File: src/rtl/nanorv32_lsu.sv
// nanorv32 load/store unit: turns one byte/half/word access into a word-aligned
// data-memory handshake and returns aligned, extended load data with done/err.
module nanorv32_lsu #(
  parameter int NANORV32_ADDR_W = 32,
  parameter int NANORV32_DATA_W = 32,
  parameter int TIMEOUT_CYCLES  = 16
) (
  input  logic                       clk,
  input  logic                       rst,
  input  logic                       lsu_valid,
  output logic                       lsu_ready,
  input  logic                       lsu_write,
  input  logic [1:0]                 lsu_size,
  input  logic                       lsu_unsigned,
  input  logic [NANORV32_ADDR_W-1:0] lsu_addr,
  input  logic [NANORV32_DATA_W-1:0] lsu_wdata,
  output logic                       lsu_done,
  output logic                       lsu_err,
  output logic [NANORV32_DATA_W-1:0] lsu_rdata,
  output logic [NANORV32_ADDR_W-1:0] cpu_datamem_addr,
  output logic [NANORV32_DATA_W-1:0] cpu_datamem_wdata,
  output logic [3:0]                 cpu_datamem_bytesel,
  output logic                       cpu_datamem_req,
  input  logic [NANORV32_DATA_W-1:0] datamem_cpu_rdata,
  input  logic                       datamem_cpu_ack
);

  localparam int CNT_W = $clog2(TIMEOUT_CYCLES) + 1;

  typedef enum logic [1:0] {
    S_IDLE = 2'd0,
    S_WAIT = 2'd1,
    S_DONE = 2'd2
  } state_t;

  state_t                       state_q;
  logic                         write_q;
  logic [1:0]                   size_q;
  logic                         unsigned_q;
  logic [1:0]                   off_q;
  logic [CNT_W-1:0]             cnt_q;
  logic                         ready_q;
  logic                         done_q;
  logic                         err_q;
  logic [NANORV32_DATA_W-1:0]   rdata_q;
  logic                         req_q;
  logic [NANORV32_ADDR_W-1:0]   bus_addr_q;
  logic [NANORV32_DATA_W-1:0]   bus_wdata_q;
  logic [3:0]                   bus_bytesel_q;
  logic                         expired;

  function automatic logic is_misaligned(input logic [1:0] size, input logic [1:0] off);
    case (size)
      2'b00:   return 1'b0;
      2'b01:   return off[0];
      2'b10:   return off != 2'b00;
      default: return 1'b1;
    endcase
  endfunction

  function automatic logic [3:0] lane_sel(input logic [1:0] size, input logic [1:0] off);
    case (size)
      2'b00:   return 4'b0001 << off;
      2'b01:   return off[1] ? 4'b1100 : 4'b0011;
      default: return 4'b1111;
    endcase
  endfunction

  function automatic logic [31:0] replicate(input logic [1:0] size, input logic [31:0] w);
    case (size)
      2'b00:   return {4{w[7:0]}};
      2'b01:   return {2{w[15:0]}};
      default: return w;
    endcase
  endfunction

  function automatic logic [31:0] load_align(input logic [1:0] size, input logic uns,
                                             input logic [1:0] off, input logic [31:0] rd);
    logic signed [7:0]  b;
    logic signed [15:0] h;
    b = rd[{off, 3'b000} +: 8];
    h = off[1] ? rd[31:16] : rd[15:0];
    case (size)
      2'b00:   return uns ? {24'd0, b} : 32'(b);
      2'b01:   return uns ? {16'd0, h} : 32'(h);
      default: return rd;
    endcase
  endfunction

  // Ack in the expiry cycle is checked first, so it wins over the timeout.
  assign expired = (TIMEOUT_CYCLES != 0) && (cnt_q == CNT_W'(TIMEOUT_CYCLES - 1));

  always_ff @(posedge clk or posedge rst) begin
    if (rst) begin
      state_q       <= S_IDLE;
      write_q       <= 1'b0;
      size_q        <= 2'b00;
      unsigned_q    <= 1'b0;
      off_q         <= 2'b00;
      cnt_q         <= '0;
      ready_q       <= 1'b1;
      done_q        <= 1'b0;
      err_q         <= 1'b0;
      rdata_q       <= '0;
      req_q         <= 1'b0;
      bus_addr_q    <= '0;
      bus_wdata_q   <= '0;
      bus_bytesel_q <= 4'b0000;
    end else begin
      case (state_q)
        S_IDLE: begin
          if (lsu_valid) begin
            write_q    <= lsu_write;
            size_q     <= lsu_size;
            unsigned_q <= lsu_unsigned;
            off_q      <= lsu_addr[1:0];
            ready_q    <= 1'b0;
            if (is_misaligned(lsu_size, lsu_addr[1:0])) begin
              state_q <= S_DONE;
              done_q  <= 1'b1;
              err_q   <= 1'b1;
            end else begin
              state_q       <= S_WAIT;
              req_q         <= 1'b1;
              bus_addr_q    <= {lsu_addr[NANORV32_ADDR_W-1:2], 2'b00};
              bus_bytesel_q <= lane_sel(lsu_size, lsu_addr[1:0]);
              bus_wdata_q   <= lsu_write ? replicate(lsu_size, lsu_wdata) : '0;
            end
          end
        end
        S_WAIT: begin
          if (datamem_cpu_ack || expired) begin
            state_q       <= S_DONE;
            done_q        <= 1'b1;
            err_q         <= !datamem_cpu_ack;
            rdata_q       <= (datamem_cpu_ack && !write_q)
                             ? load_align(size_q, unsigned_q, off_q, datamem_cpu_rdata) : '0;
            cnt_q         <= '0;
            req_q         <= 1'b0;
            bus_addr_q    <= '0;
            bus_wdata_q   <= '0;
            bus_bytesel_q <= 4'b0000;
          end else begin
            cnt_q <= cnt_q + CNT_W'(1);
          end
        end
        default: begin
          state_q <= S_IDLE;
          done_q  <= 1'b0;
          err_q   <= 1'b0;
          rdata_q <= '0;
          ready_q <= 1'b1;
        end
      endcase
    end
  end

  assign lsu_ready           = ready_q;
  assign lsu_done            = done_q;
  assign lsu_err             = err_q;
  assign lsu_rdata           = rdata_q;
  assign cpu_datamem_req     = req_q;
  assign cpu_datamem_addr    = bus_addr_q;
  assign cpu_datamem_wdata   = bus_wdata_q;
  assign cpu_datamem_bytesel = bus_bytesel_q;

endmodule

File: config.mk
export PLATFORM = sky130hd
export DESIGN_NAME = nanorv32_lsu
export DESIGN_NICKNAME = d
export VERILOG_FILES = /design/src/rtl/nanorv32_lsu.sv
export SDC_FILE = /design/constraint.sdc
export NUM_CORES = 1
export LEC_CHECK = 0
export CORE_AREA = 4 4 121 123
export CTS_CLUSTER_DIAMETER = 40
export CTS_CLUSTER_SIZE = 30
export DETAILED_ROUTE_END_ITERATION = 8
export DIE_AREA = 0 0 125 127
export PLACE_DENSITY = 0.85
export SYNTH_ARGS = -nofsm -noshare
export SYNTH_HDL_FRONTEND = slang
export SYNTH_SLANG_ARGS = --single-unit
File: constraint.sdc
create_clock -name clk -period 3.5 [get_ports clk]
set_input_delay 0.35 -clock clk [delete_from_list [all_inputs] [get_ports clk]]
set_output_delay 0.35 -clock clk [all_outputs]
set_load 0.02 [all_outputs]
==> run summary <==
setup_tns: 0 ns
syn avg cell area: 12.0 um2
max incr delay on CP: 1.05 ns
Cell Type Count: 48
Starting DRT DRC Count: 342
Worst Setup SP: lsu_size[0]
CTS tree: done
Critical Path Source Type: input pin
f_max: 391 MHz
clock share of power: 31.5%
status: complete, no violations
switching portion of total power: 32.3%
peak supply drop: 0.372 mV
RSZ-0062 raised after global routing: false
Commonest flop: dfrtp_1
M1 GR Usage: 23.7%
Core Box Area: 13,700 um2
Relative slew margins: 17.3%
Area Overhead vs Synth: 56.0%
die area: 15,900 um2
path depth of the worst reg2reg path: 5
Fillers: 1,121
maxcap violations: 0
routed length on met3: 1290 um
Post-Syn Instances: 432
Setup crit end kind: register
critical path cell sequence: clkdlybuf4s50_1 > buf_4 > o22ai_1 > and2_1 > a22o_1
## cell families after synthesis
logic type,after synthesis,synth area share (%)
flip-flops,115,55.8
other,1,0.0726
multiplexers,29,5.77
AND/OR/NAND/NOR,71,7.59
buffers and inverters,52,4.34
AND-OR/OR-AND,162,26.0
adder cells (fa/ha/maj),2,0.485
## cell type report
type / instances / area (um2) / area share [%]
Clock buffer: 24 / 502 / 6.23
Clock inverter: 8 / 170 / 2.11
Inverter: 14 / 55.1 / 0.684
Multi-Input combinational cell: 266 / 2080 / 25.8
Sequential cell: 115 / 2880 / 35.7
Tap cell: 180 / 225 / 2.80
Timing Repair Buffer: 218 / 2140 / 26.6
## stage by stage
step                      util [%]  power, W  setup WS (ns)  std cells
final                         58.9   0.00617          0.942        825
after global placement        54.0   0.00418          0.670        793
after detailed placement      54.0   0.00424          0.482        793
after floorplan                  -   0.00315          0.108        433
after CTS                     58.9   0.00621          0.934        825
after global routing          58.9   0.00645          0.761        825
## power groups by stage
| stage | logic [W] | clock network (W) | registers, W |
|---|---|---|---|
| floorplan | 0.000795 | 0 | 0.00235 |
| finish | 0.00222 | 0.00194 | 0.00200 |
| global placement | 0.00217 | 0 | 0.00200 |
| detailed placement | 0.00223 | 0 | 0.00201 |
| global route | 0.00236 | 0.00204 | 0.00205 |
| CTS | 0.00224 | 0.00197 | 0.00200 |
## sequential cells by signal, indices dropped and copies added (netlist names)
signal               flops
off_q                    2
lsu_ready                1
lsu_err                  1
write_q                  1
cpu_datamem_bytesel      4
cpu_datamem_wdata       32
lsu_rdata               32
size_q                   2
cnt_q                    5
cpu_datamem_req          1
state_q                  2
unsigned_q               1
lsu_done                 1
cpu_datamem_addr        30
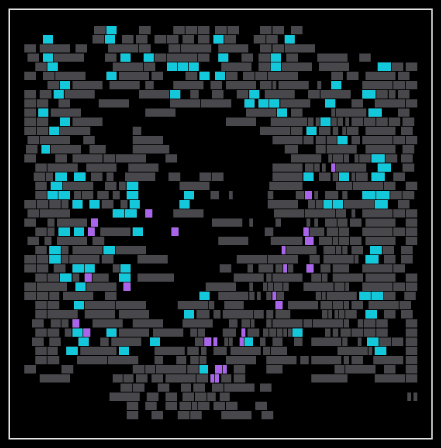
Figure 1: selected gate families.
non-inverting ao/oa cells -> cyan  # cells 93, where spread over the die
nor cells -> purple  # cells 25
logic share of the area: 25.8%
Finished Layout Cells: 825
Commonest Layout Cell: clkdlybuf4s50_1

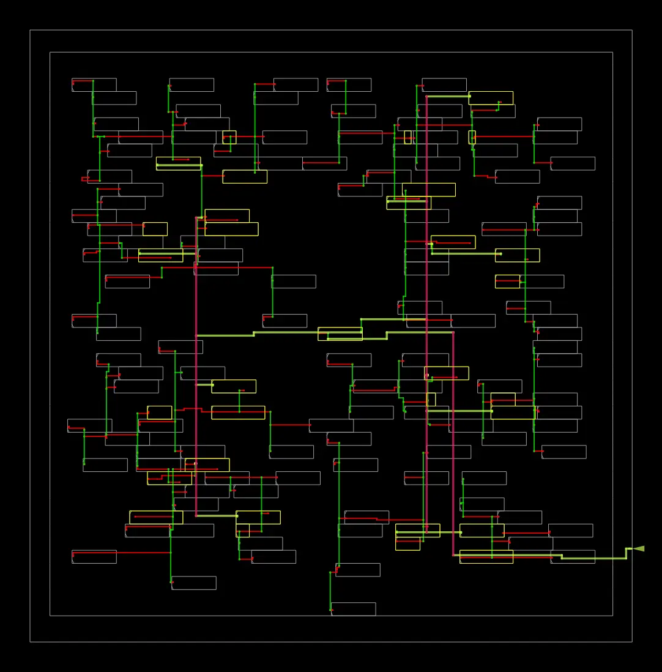
Figure 2: the clock network.
clk_lat worst skew: 0.41 ns
CLK BUF: 24
cts bufs inserted: 17

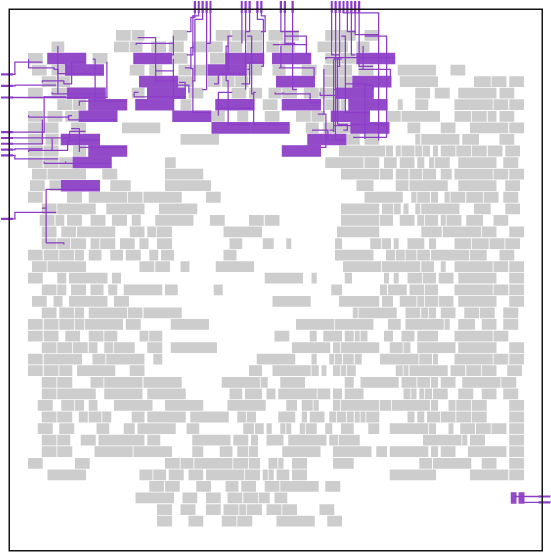
Figure 3: wires at chosen ports, followed through buffers.
cpu_datamem_addr -> purple  # bits 32, direction output, end cells 32, buffers 30, wire 1,080 um
I/O Buffers: 205
# IOs: 208

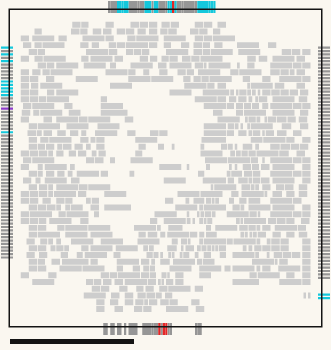
Figure 4: pin placement.
Scale bar: 50 um. Pins as bars across the die edge, other pins in gray.
cpu_datamem_req -> purple  # pins 1, direction output, edge left
cpu_datamem_bytesel -> red  # pins 4, direction output, edge 3 bottom, 1 top
cpu_datamem_addr -> cyan  # pins 32, direction output, edge 21 top, 9 left, 2 right
Die H: 127 um
Die Wd: 125 um

Power figures rest on the tool's default switching activity, not on a simulated workload.
